===== src/rtl/hilo_muldiv_unit_if.sv =====
// rtl/hilo_muldiv_unit_if.sv - command, MTHI/MTLO and result signals of the HI/LO multiply/divide unit
interface hilo_muldiv_unit_if #(
    parameter int WIDTH = 32
);
    logic             start;
    logic [1:0]       op;
    logic [WIDTH-1:0] S;
    logic [WIDTH-1:0] T;
    logic             hi_we;
    logic             lo_we;
    logic [WIDTH-1:0] wr_data;
    logic [WIDTH-1:0] HI;
    logic [WIDTH-1:0] LO;
    logic             busy;
    logic             done;
    logic             div_by_zero;

    modport master (
        output start, op, S, T, hi_we, lo_we, wr_data,
        input  HI, LO, busy, done, div_by_zero
    );

    modport slave (
        input  start, op, S, T, hi_we, lo_we, wr_data,
        output HI, LO, busy, done, div_by_zero
    );
endinterface


===== src/rtl/hilo_muldiv_unit.sv =====
// rtl/hilo_muldiv_unit.sv - radix-2 iterative MULT/MULTU/DIV/DIVU unit with architectural HI/LO registers
module hilo_muldiv_unit #(
    parameter int WIDTH = 32
) (
    input  logic              clk,
    input  logic              reset,
    hilo_muldiv_unit_if.slave bus
);
    localparam int CW = $clog2(WIDTH);

    typedef enum logic [1:0] {
        ST_IDLE,
        ST_RUN,
        ST_FIX,
        ST_DONE
    } state_t;

    state_t             state_q, state_d;
    logic [CW-1:0]      cnt_q, cnt_d;
    logic               div_q, div_d;
    logic               qneg_q, qneg_d;
    logic               rneg_q, rneg_d;
    logic               dz_q, dz_d;
    logic               dzf_q, dzf_d;
    logic [WIDTH-1:0]   s_q, s_d;
    logic [WIDTH-1:0]   b_q, b_d;
    logic [WIDTH-1:0]   hi_q, hi_d;
    logic [WIDTH-1:0]   lo_q, lo_d;
    logic [2*WIDTH-1:0] acc_q, acc_d;

    logic               op_signed;
    logic               s_neg;
    logic               t_neg;
    logic [WIDTH-1:0]   s_mag;
    logic [WIDTH-1:0]   t_mag;
    logic [WIDTH:0]     mul_sum;
    logic [2*WIDTH-1:0] mul_next;
    logic [WIDTH:0]     div_rem;
    logic [WIDTH:0]     div_diff;
    logic [2*WIDTH-1:0] div_next;
    logic [2*WIDTH-1:0] prod_fix;
    logic [WIDTH-1:0]   quo_fix;
    logic [WIDTH-1:0]   rem_fix;

    // Both datapaths work on magnitudes; the signs are folded back in during FIX.
    assign op_signed = bus.op[0];
    assign s_neg     = op_signed & bus.S[WIDTH-1];
    assign t_neg     = op_signed & bus.T[WIDTH-1];
    assign s_mag     = s_neg ? WIDTH'(-bus.S) : bus.S;
    assign t_mag     = t_neg ? WIDTH'(-bus.T) : bus.T;

    // Multiply: acc = {partial product, remaining multiplier bits}, shifting right.
    assign mul_sum  = {1'b0, acc_q[2*WIDTH-1:WIDTH]} + (acc_q[0] ? {1'b0, b_q} : {(WIDTH+1){1'b0}});
    assign mul_next = {mul_sum, acc_q[WIDTH-1:1]};

    // Divide: acc = {partial remainder, dividend/quotient bits}, shifting left.
    assign div_rem  = acc_q[2*WIDTH-1:WIDTH-1];
    assign div_diff = div_rem - {1'b0, b_q};
    assign div_next = div_diff[WIDTH] ? {div_rem[WIDTH-1:0], acc_q[WIDTH-2:0], 1'b0}
                                      : {div_diff[WIDTH-1:0], acc_q[WIDTH-2:0], 1'b1};

    assign prod_fix = qneg_q ? (2*WIDTH)'(-acc_q) : acc_q;
    assign quo_fix  = qneg_q ? WIDTH'(-acc_q[WIDTH-1:0]) : acc_q[WIDTH-1:0];
    assign rem_fix  = rneg_q ? WIDTH'(-acc_q[2*WIDTH-1:WIDTH]) : acc_q[2*WIDTH-1:WIDTH];

    always_comb begin
        state_d = state_q;
        cnt_d   = cnt_q;
        div_d   = div_q;
        qneg_d  = qneg_q;
        rneg_d  = rneg_q;
        dz_d    = dz_q;
        dzf_d   = dzf_q;
        s_d     = s_q;
        b_d     = b_q;
        hi_d    = hi_q;
        lo_d    = lo_q;
        acc_d   = acc_q;

        case (state_q)
            ST_IDLE, ST_DONE: begin
                if (bus.hi_we) begin
                    hi_d = bus.wr_data;
                end
                if (bus.lo_we) begin
                    lo_d = bus.wr_data;
                end
                if (bus.start) begin
                    state_d = ST_RUN;
                    cnt_d   = '0;
                    div_d   = bus.op[1];
                    qneg_d  = s_neg ^ t_neg;
                    rneg_d  = s_neg;
                    dz_d    = bus.op[1] && (bus.T == '0);
                    dzf_d   = 1'b0;
                    s_d     = bus.S;
                    b_d     = bus.op[1] ? t_mag : s_mag;
                    acc_d   = {{WIDTH{1'b0}}, (bus.op[1] ? s_mag : t_mag)};
                end else begin
                    state_d = ST_IDLE;
                end
            end
            ST_RUN: begin
                acc_d = div_q ? div_next : mul_next;
                cnt_d = cnt_q + CW'(1);
                if (cnt_q == CW'(WIDTH - 1)) begin
                    state_d = ST_FIX;
                end
            end
            ST_FIX: begin
                state_d = ST_DONE;
                if (!div_q) begin
                    {hi_d, lo_d} = prod_fix;
                end else if (dz_q) begin
                    // A zero divisor still takes the full latency; the dividend is returned unchanged.
                    hi_d  = s_q;
                    lo_d  = '1;
                    dzf_d = 1'b1;
                end else begin
                    hi_d = rem_fix;
                    lo_d = quo_fix;
                end
            end
            default: begin
                state_d = ST_IDLE;
            end
        endcase
    end

    always_ff @(posedge clk or negedge reset) begin
        if (!reset) begin
            state_q <= ST_IDLE;
            cnt_q   <= '0;
            div_q   <= 1'b0;
            qneg_q  <= 1'b0;
            rneg_q  <= 1'b0;
            dz_q    <= 1'b0;
            dzf_q   <= 1'b0;
            s_q     <= '0;
            b_q     <= '0;
            hi_q    <= '0;
            lo_q    <= '0;
            acc_q   <= '0;
        end else begin
            state_q <= state_d;
            cnt_q   <= cnt_d;
            div_q   <= div_d;
            qneg_q  <= qneg_d;
            rneg_q  <= rneg_d;
            dz_q    <= dz_d;
            dzf_q   <= dzf_d;
            s_q     <= s_d;
            b_q     <= b_d;
            hi_q    <= hi_d;
            lo_q    <= lo_d;
            acc_q   <= acc_d;
        end
    end

    assign bus.HI          = hi_q;
    assign bus.LO          = lo_q;
    assign bus.busy        = (state_q == ST_RUN) || (state_q == ST_FIX);
    assign bus.done        = (state_q == ST_DONE);
    assign bus.div_by_zero = dzf_q;
endmodule


===== src/flat_wrapper.sv =====
// flat-port wrapper written by rule: the top's interface ports become plain ports
module hilo_muldiv_unit_flat 
#(
    parameter int WIDTH = 32
)
  (clk, reset, bus_start, bus_op, bus_S, bus_T, bus_hi_we, bus_lo_we, bus_wr_data, bus_HI, bus_LO, bus_busy, bus_done, bus_div_by_zero);
  hilo_muldiv_unit_if #(.WIDTH(WIDTH)) bus_i ();
  input  logic clk;
  input  logic reset;
  input wire logic [$bits(bus_i.start)-1:0] bus_start;
  input wire logic [$bits(bus_i.op)-1:0] bus_op;
  input wire logic [$bits(bus_i.S)-1:0] bus_S;
  input wire logic [$bits(bus_i.T)-1:0] bus_T;
  input wire logic [$bits(bus_i.hi_we)-1:0] bus_hi_we;
  input wire logic [$bits(bus_i.lo_we)-1:0] bus_lo_we;
  input wire logic [$bits(bus_i.wr_data)-1:0] bus_wr_data;
  output wire logic [$bits(bus_i.HI)-1:0] bus_HI;
  output wire logic [$bits(bus_i.LO)-1:0] bus_LO;
  output wire logic [$bits(bus_i.busy)-1:0] bus_busy;
  output wire logic [$bits(bus_i.done)-1:0] bus_done;
  output wire logic [$bits(bus_i.div_by_zero)-1:0] bus_div_by_zero;
  assign bus_i.start = bus_start;
  assign bus_i.op = bus_op;
  assign bus_i.S = bus_S;
  assign bus_i.T = bus_T;
  assign bus_i.hi_we = bus_hi_we;
  assign bus_i.lo_we = bus_lo_we;
  assign bus_i.wr_data = bus_wr_data;
  assign bus_HI = bus_i.HI;
  assign bus_LO = bus_i.LO;
  assign bus_busy = bus_i.busy;
  assign bus_done = bus_i.done;
  assign bus_div_by_zero = bus_i.div_by_zero;
  hilo_muldiv_unit #(.WIDTH(WIDTH)) u_core (.clk(clk), .reset(reset), .bus(bus_i));
endmodule

===== config.mk =====
export PLATFORM = sky130hd
export DESIGN_NAME = hilo_muldiv_unit_flat
export DESIGN_NICKNAME = d
export VERILOG_FILES = /design/src/rtl/hilo_muldiv_unit_if.sv /design/src/rtl/hilo_muldiv_unit.sv /design/src/flat_wrapper.sv
export SDC_FILE = /design/constraint.sdc
export NUM_CORES = 1
export LEC_CHECK = 0
export CORE_AREA = 2 2 184 186
export DETAILED_ROUTE_END_ITERATION = 7
export DIE_AREA = 0 0 186 188
export GPL_TIMING_DRIVEN = 0
export PLACE_DENSITY = 0.75
export SYNTH_ARGS = -nofsm -noshare
export SYNTH_HDL_FRONTEND = slang
export SYNTH_SLANG_ARGS = --single-unit

===== constraint.sdc =====
create_clock -name clk -period 3.7 [get_ports clk]
set_clock_uncertainty 0.15 [all_clocks]
set_input_delay 0.37 -clock clk [delete_from_list [all_inputs] [get_ports clk]]
set_output_delay 0.37 -clock clk [all_outputs]
set_load 0.005 [all_outputs]

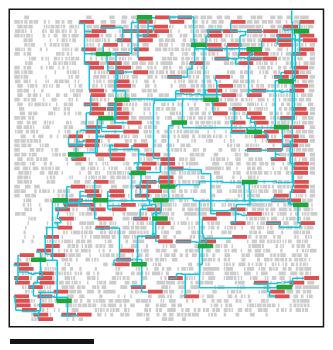
*Clock distribution*
Scale bar: 50 µm.
Key: green = clock drivers [count 26]; red = flip-flops [count 204]; cyan = clock wires [length 3070 µm]
Position of the flops: spread over the die. There are 27 routed clock nets.

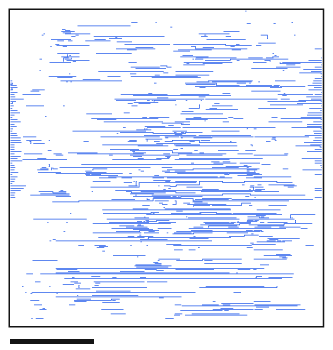
*Met3 routing*
Scale bar: 50 µm.
The longest straight run is 150 µm. The layer holds 12% of the routed length. The wires run mostly horizontal. 502 nets have wire on it. The layer carries 8640 µm of wire.
Post-Route WL: 71400 µm
met3 GRT Util: 0.102

==> Changelog: implementation <==
### Changed

- Status: finished, violations left
- Violated checks: design-rule violations
- Clock Sinks: 204
- Ratio of cells with drive above 1 in the final layout: 0.0839
- DP Area: 19600 µm²
- Yosys Chip Area: 17300 µm²
- Max reg flops: between 60 and 70
- Post-route cell area: between 20000 and 25000 µm²
- Fin crit share: 0.982
- Avg Cell Area, Syn: just under 8 µm²
- Root buffer cell: clkbuf_16
- Mapped Area: between 15000 and 20000 µm²
- Unrepaired setup endpoints after global routing: true
- Ys async rst share: 1.00
- EDFF count, synth: 0
- # DRC: 1
- CP dominant cell by count: nor2_1
- TritonCTS Buffers: 26
- Core Density at Floorplan: 0.522
- CP required: around 4.0 ns
## layout by cell type, fill, tap and decap left out, types with 7 or more instances in the layout
| cell type | count |
|---|---|
| a21o_1 | 27 |
| nor4_1 | 14 |
| xnor2_1 | 137 |
| clkbuf_8 | 7 |
| or4_1 | 12 |
| xor2_1 | 63 |
| buf_1 | 13 |
| nor2_1 | 187 |
| nor3b_1 | 24 |
| a211oi_1 | 35 |
| nor3_1 | 34 |
| ha_1 | 68 |
| clkbuf_16 | 27 |
| inv_1 | 64 |
| o31ai_1 | 33 |
| and2_1 | 12 |
| nor2b_1 | 13 |
| nand2b_1 | 24 |
| nand4_1 | 13 |
| nand3_1 | 21 |
| a22oi_1 | 14 |
| a21oi_1 | 199 |
| buf_4 | 13 |
| or3_1 | 20 |
| mux2_2 | 50 |
| clkdlybuf4s50_1 | 167 |
| o21bai_1 | 8 |
| a31oi_1 | 19 |
| o21ai_1 | 14 |
| o21ai_0 | 198 |
| and3_1 | 14 |
| o211ai_1 | 18 |
| dfrtp_1 | 200 |
| nand2_1 | 245 |
| mux2i_1 | 49 |
| o22ai_1 | 36 |
| a21oi_2 | 7 |
| o41ai_1 | 10 |
| clkbuf_1 | 120 |
## report_power, final
group	internal, mW	switching, mW	leakage, nW
logic	5.52	8.91	5.55
clock network	1.72	1.07	0.459
registers	3.31	1.19	2.51
## kinds of logic (layout without fill, tap and decap cells)
logic type | count (synthesis) | count (layout) | share of synthesized area
compound gates | 705 | 705 | 0.250
fa+ha+maj | 75 | 75 | 0.0551
xor+xnor | 200 | 200 | 0.101
mux | 99 | 99 | 0.0609
flops | 204 | 204 | 0.295
simple gates | 681 | 681 | 0.189
buf+inv | 217 | 444 | 0.0481
Power figures rest on the tool's default switching activity, not on a simulated workload.
